Run 1, cell area per tile:
The die is cut into 6 by 11 equal tiles; dark blue is low, red is high, 0 to 100% covered.
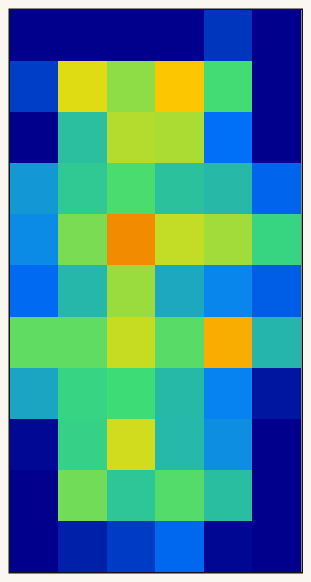
Run 1, routed clock nets over the placement:
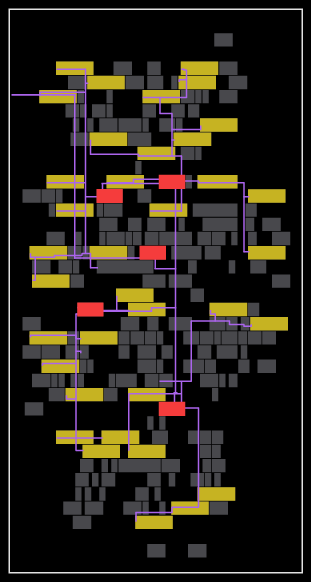
Run 1, signal wires by layer:
Bar = 20 um.
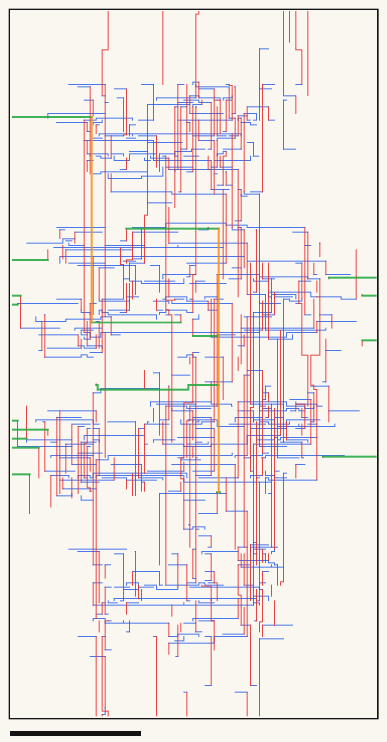
Design spi_master, sky130hd; sources not shown.
==> reports/qor.csv, run 1 <==
stage,metric,value,unit
power,leakagePower,0.7712,nW
logic_synthesis,netlist_area,0.001722,sq mm
setup_path,critPathBufInv,1,
flow_run,log.warning_count,27,
floorplan,fp-row-count,37,
setup_path,worst-path-stages,2,
logic_synthesis,synth_cells,187,
logic_synthesis,synth.top_cell.area_share,41.86,%
logic_synthesis,ys_sh_aoi,15.26,%
placed_design,place.port_buffers,26,
logic_synthesis,fp_nets,203,
floorplan,chipArea,0.006018,sq mm
cts,clk_path_buf_depth,2,
placed_design,dp_hpwl,2832,um
route,drtIter0Drc,28,
power,seq_power_share,48.1,%
floorplan,num_io_pins,27,
route,postRouteAntennaNets,0,
floorplan,die_w,55.87,um
final_timing,slew_viol_final,0,
setup_path,crit_arrival,1.54,ns
power,p_int,0.9510,mW
logic_synthesis,synthArstFlopShare,0,%
run_status,outcome,"finished, final reports clean",
global_route,grt_max_degree,18,
setup_path,path_cells,"or3_1, clkdlybuf4s50_1",
global_route,grt_pass1_wl,6265,um
logic_synthesis,simple_gate_share,28.56,%
setup_path,start_kind,flip-flop,
flow_run,cap_violations,0,
final_timing,finalSetupViolCount,0,
finish,mostFrequentLayoutCell,nand2_1,
global_route,grt_pass1_vias,1386,
setup_path,max_stage_delay,0.45,ns
cts,cts_made_buffers,5,
route,drt-vias-per-instance,5.044,
placed_design,dpl_cell_area,0.002022,sq mm
setup_path,critical_path_required,1.70,ns
logic_synthesis,top_cell,nand2_1,
logic_synthesis,synth_cell_types,49,
finish,area_growth,23.98,%
cts,postCtsSetupBuffers,0,
global_route,antenna_found_initial,0,
finish,drive_above_1_share,12.15,%
setup_path,rr_worst_depth,6,
final_timing,rsz0062_at_grt,false,
logic_synthesis,edf_count,0,
cts,cts.sinks,36,
global_route,grt_remaining_overflow,0,
finish,design.final.nets,229,
cts,tritoncts,yes,
cts,cts-root-buf,clkbuf_8,
logic_synthesis,synth-xor-area-share,0,%
logic_synthesis,fa_ha_area_share,2.180,%
final_timing,layout_min_cycle_time,2.336,ns
power,p_sw,0.2988,mW
floorplan,design.core.area,0.005185,sq mm
final_timing,finalCritPeriodShare,93.43,%
logic_synthesis,topCellsByArea,"dfxtp_1, nand2_1, a21boi_0",
cts,htree_levels,2,
logic_synthesis,syn_area_per_cell,9.207,sq um
final_timing,whs,0.4137,ns
setup_path,path_class,reg -> out,
finish,final_area,0.002135,sq mm
hold_path,min_path_type,reg -> reg,
logic_synthesis,top_logic_kind,simple AND/OR/NAND/NOR gates,
setup_path,crit_path_end_kind,primary output,
setup_path,critPathSlowestCell,clkdlybuf4s50_1,
finish,antenna_cells,0,
logic_synthesis,ys_seq_share,41.86,%
logic_synthesis,ys_cells,187,
logic_synthesis,synth_warnings,0,
floorplan,die_h,107.7,um
final_timing,setup_tns,0,ns
power,peakVddDrop,0.4900,mV
setup_path,r2r_slack,0.48,ns
cts,cts.clk_slew.worst_paths,0.08,ns
About 'cell area per tile':
23% of the tiles are nearly empty. 4.5% of the tiles are over 75% full. The emptiest ninth of the die: lower right. The fullest tile reaches 84%. The mean over all tiles is 34%.
Layout Utilization: 41.17%
FP Core Util: 33.20%

About 'routed clock nets over the placement':
Purple stands for clock wires, length 528 um. Red stands for clock drivers, count 5. Yellow stands for flip-flops, count 36.
There are 6 routed clock nets.
clock network power share: 41.7%
worst-skew pair later-pin latency: 0.29 ns
clk pwr: 0.521 mW

About 'signal wires by layer':
Green stands for metal 3, wire length 105 um. Orange stands for metal 4, wire length 71.4 um. Blue stands for metal 1, wire length 1,630 um. Red stands for metal 2, wire length 2,030 um.
Routed WL per cell: 14.10 um
via count: 1,372
Post-Route WL: 3836 um
GRT Total Usage: 13.35%

[run 1: routing by layer]
metal	vias to the layer above	GRT usage [%]	part of all wire [%]
met2	18	24.83	53
li1	696	-	-
met3	6	3.005	2.7
met4	0	5.952	1.9
met1	652	14.00	42
met5	-	0	0
[run 1: worst min-delay path: stages, from the launching register on]
cell      delay [ns]
dfxtp_1         0.31
nand2_1         0.05
a21boi_1        0.05
[run 1: cell type report]
type,count,area [sq um]
clock inverters,3,42.54
multi-input cells,135,915.9
inverters,4,15.01
well taps,58,72.57
fillers,517,3050
flip-flops and latches,36,721.9
clock buffers,5,68.82
repair buffers,31,297.8
[run 1: kinds of logic (layout without fill, tap and decap cells)]
group | count (synthesis) | after routing
buf+inv | 16 | 43
flops | 36 | 36
simple gates | 86 | 86
compound gates | 35 | 35
fa+ha+maj | 3 | 3
mux | 11 | 11
[run 1: power by group through the flow]
stage / logic [mW] / registers, mW / clock network (mW)
final: 0.127 / 0.602 / 0.521
after floorplan: 0.0830 / 0.610 / 0
after global routing: 0.139 / 0.604 / 0.549
after CTS: 0.128 / 0.602 / 0.528
after global placement: 0.125 / 0.615 / 0
after detailed placement: 0.127 / 0.615 / 0
[run 1: metrics by stage]
step | power [mW] | std cells | setup slack [ns] | util [%]
after floorplan | 0.6933 | 187 | 0.7189 | -
after global placement | 0.7396 | 264 | 0.1816 | 39.00
after detailed placement | 0.7425 | 264 | 0.1536 | 39.00
after CTS | 1.258 | 272 | 0.08352 | 41.14
after global routing | 1.293 | 272 | 0.08814 | 41.17
final | 1.250 | 272 | 0.1643 | 41.17
[run 1: timing repair]
item,CTS,global route
hold buffers,0,0
resized,0,1
setup endpoints to repair,0,1
==> run 2: changes to the inputs <==
--- a/config.mk
+++ b/config.mk
@@ -9,6 +9,7 @@
 export CORE_ASPECT_RATIO = 2
 export CORE_MARGIN = 2
 export CORE_UTILIZATION = 32
+export CTS_CLUSTER_DIAMETER = 40
 export DETAILED_ROUTE_END_ITERATION = 16
 export GPL_ROUTABILITY_DRIVEN = 0
 export PLACE_DENSITY = 0.49
Run 2, signal wires by layer:
Bar = 20 um.
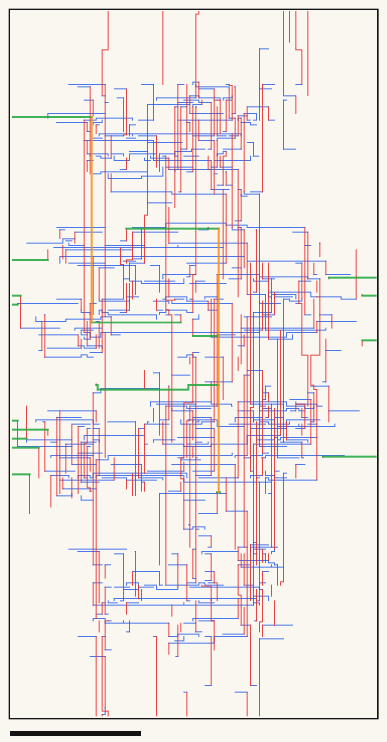
Red stands for metal 2, wire length 2,030 um. Green stands for metal 3, wire length 105 um. Blue stands for metal 1, wire length 1,630 um. Orange stands for metal 4, wire length 71.4 um.

Run 2, cell area per tile:
The die is cut into 6 by 11 equal tiles; dark blue is low, red is high, 0 to 100% covered.
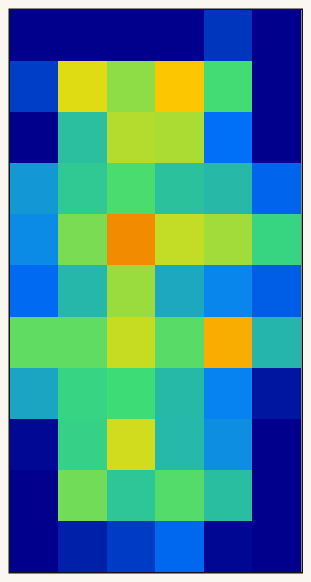
The emptiest ninth of the die: lower right. The densest ninth of the die: centre. 4.5% of the tiles are over 75% full. 23% of the tiles are nearly empty. The fullest tile reaches 84%.
total core area: 0.005185 sq mm

Run 2, routing congestion map:
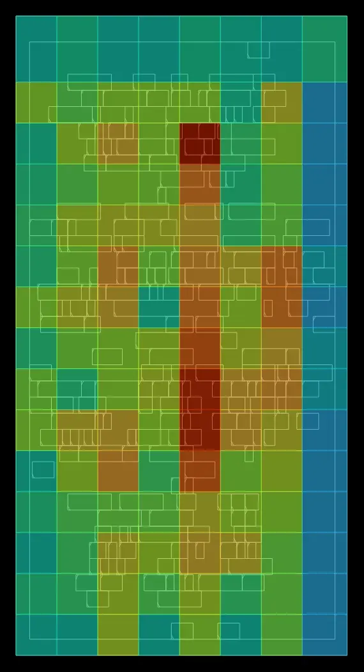
met1 usage: 14.00%
GR Util met3: 3.005%
GR Util met2: 24.83%

==> reports/qor.csv, run 2 <==
stage,metric,value,unit,change
logic_synthesis,fp_nets,203,,unchanged
setup_path,max_stage_delay,0.45,ns,about the same
floorplan,chipArea,0.006018,sq mm,unchanged
setup_path,critPathSlowestCell,clkdlybuf4s50_1,,unchanged
finish,area_growth,23.98,%,unchanged
cts,cts.sinks,36,,unchanged
placed_design,place_ws,0.1536,ns,unchanged
final_timing,slew_viol_final,0,,unchanged
logic_synthesis,topCellsByArea,"dfxtp_1, nand2_1, a21boi_0",,unchanged
finish,antenna_cells,0,,unchanged
setup_path,r2r_slack,0.48,ns,about the same
logic_synthesis,syn_area_per_cell,9.207,sq um,unchanged
power,power,1.250,mW,unchanged
setup_path,start_kind,flip-flop,,unchanged
final_timing,relSlewSlack,63.27,%,unchanged
logic_synthesis,synth_cell_types,49,,unchanged
power,p_per_area,585.5,mW/mm^2,unchanged
placed_design,dp_hpwl,2832,um,unchanged
logic_synthesis,synthTopCellsByCount,"nand2_1, dfxtp_1, a21boi_0, mux2i_1",,unchanged
logic_synthesis,ys_seq_share,41.86,%,unchanged
floorplan,fp_util,33.20,%,unchanged
global_route,antenna_found_initial,0,,unchanged
floorplan,die_w,55.87,um,unchanged
route,routed_wl,3836,um,unchanged
setup_path,path_class,reg -> out,,unchanged
logic_synthesis,netlist_area,0.001722,sq mm,unchanged
logic_synthesis,edf_count,0,,unchanged
hold_path,hold_depth,2,,unchanged
setup_path,critPathTopFamily,buffers and inverters,,unchanged
setup_path,worst-path-stages,2,,unchanged
cts,cts_hold_buffers,0,,unchanged
run_status,outcome,"finished, final reports clean",,unchanged
cts,cts_made_buffers,5,,unchanged
logic_synthesis,synth_warnings,0,,unchanged
final_timing,finalCritPeriodShare,93.43,%,unchanged
route,drtIter0Drc,28,,unchanged
global_route,grt_pass1_wl,6265,um,unchanged
finish,design.final.nets,229,,unchanged
final_timing,rsz0062_at_grt,false,,unchanged
setup_path,crit_path_end_kind,primary output,,unchanged
setup_path,rr_worst_depth,6,,unchanged
hold_path,min_path_type,reg -> reg,,unchanged
logic_synthesis,top_cell,nand2_1,,unchanged
final_timing,layout_min_cycle_time,2.336,ns,unchanged
floorplan,fp-row-count,37,,unchanged
floorplan,die_h,107.7,um,unchanged
global_route,grt.total_usage,13.35,%,unchanged
logic_synthesis,synth.top_cell.area_share,41.86,%,unchanged
placed_design,place.port_buffers,26,,unchanged
setup_path,path_cells,"or3_1, clkdlybuf4s50_1",,unchanged
setup_path,crit_arrival,1.54,ns,about the same
setup_path,critical_path_required,1.70,ns,about the same
final_timing,whs,0.4137,ns,unchanged
logic_synthesis,synth_flops,36,,unchanged
flow_run,log.warning_count,27,,unchanged
cts,cts.clk_slew.worst_paths,0.08,ns,about the same
global_route,grt_remaining_overflow,0,,unchanged
cts,worst_skew_pair.late_latency,0.29,ns,about the same
cts,tritoncts,yes,,unchanged
logic_synthesis,ys_cells,187,,unchanged
logic_synthesis,flop_cell,dfxtp_1,,unchanged
final_timing,setup_tns,0,ns,unchanged
logic_synthesis,ys_chip_area,0.001722,sq mm,unchanged
route,drt-pass1-iter-count,4,,unchanged
cts,htree_levels,2,,unchanged
logic_synthesis,synth_cells,187,,unchanged
global_route,grt_pass1_vias,1386,,unchanged
power,peakVddDrop,0.4900,mV,unchanged
finish,most-common-layout-cells,"nand2_1, dfxtp_1, clkdlybuf4s50_1",,unchanged
logic_synthesis,synthArstFlopShare,0,%,unchanged
final_timing,final_hold_viol_count,0,,unchanged
final_timing,max_freq,428.1,MHz,unchanged
power,leakagePower,0.7712,nW,unchanged
cts,clk_path_buf_depth,2,,unchanged
route,vias,1372,,unchanged
global_route,grt_max_degree,18,,unchanged
setup_path,critPathBufInv,1,,unchanged
setup_path,crit_fanout,11,,unchanged
final_timing,setup_ws,0.1643,ns,unchanged
finish,mostFrequentLayoutCell,nand2_1,,unchanged
route,postRouteAntennaNets,0,,unchanged
finish,fillers,517,,unchanged
cts,cts-root-buf,clkbuf_8,,unchanged
route,drc,0,,unchanged
floorplan,num_io_pins,27,,unchanged
route,drt-vias-per-instance,5.044,,unchanged
route,wl_per_cell,14.10,um,unchanged
finish,final_util,41.17,%,unchanged
finish,drive_above_1_share,12.15,%,unchanged
final_timing,finalSetupViolCount,0,,unchanged
logic_synthesis,largest_area_cell,dfxtp_1,,unchanged
final_timing,worst_pin_slew,0.5486,ns,unchanged
flow_run,cap_violations,0,,unchanged
-- run 2: cell counts after synthesis --
No cell type changed its count.
-- run 2: worst register-to-register path, cell delays in order (launching register included) --
cell	delay (ns)
dfxtp_1	0.42
ha_1	0.25
ha_1	0.37
mux2_2	0.36
o311a_1	0.30
nand4_1	0.10
nand3_1	0.08
-- run 2: where the power goes --
group | leakage, nW | internal, mW | total, mW | switching, mW
sequential | 0.293 | 0.590 | 0.602 | 0.0122
clock | 0.0541 | 0.295 | 0.521 | 0.226
combinational | 0.424 | 0.0663 | 0.127 | 0.0607
total | 0.771 | 0.951 | 1.25 | 0.299
-- run 2: routing by layer --
metal	vias to the layer above	track usage (%)	share of wire, %
met5	-	0	0
met4	0	5.952	1.9
met3	6	3.005	2.7
met2	18	24.83	53
met1	652	14.00	42
li1	696	-	-
-- run 2: timing repair --
item | in CTS | in global routing
setup endpoints to repair | 0 | 1
gates resized | 0 | 1
buffers inserted | 0 | 0
-- run 2: cell families after synthesis --
kind of cell,synth area share [%]
AND/OR/NAND/NOR,28.56
flip-flops,41.86
AND-OR/OR-AND,15.26
buffers and inverters,4.941
multiplexers,7.195
adder cells (fa/ha/maj),2.180
-- run 2: area by class of cell --
class                      instances  area (sq um)  area share (%)
clock inverter                     3         42.54           1.993
timing repair buffer              31         297.8           13.95
multi-input combinational        135         915.9           42.91
tap                               58         72.57           3.400
clock buffer                       5         68.82           3.224
sequential                        36         721.9           33.82
inverter                           4         15.01          0.7034
-- run 2: stage by stage --
stage	instances	instance area, sq um
final	272	2135
after global placement	264	2022
after floorplan	187	1722
after CTS	272	2133
after global routing	272	2135
after detailed placement	264	2022
Power is estimated from default activity; no workload was simulated.
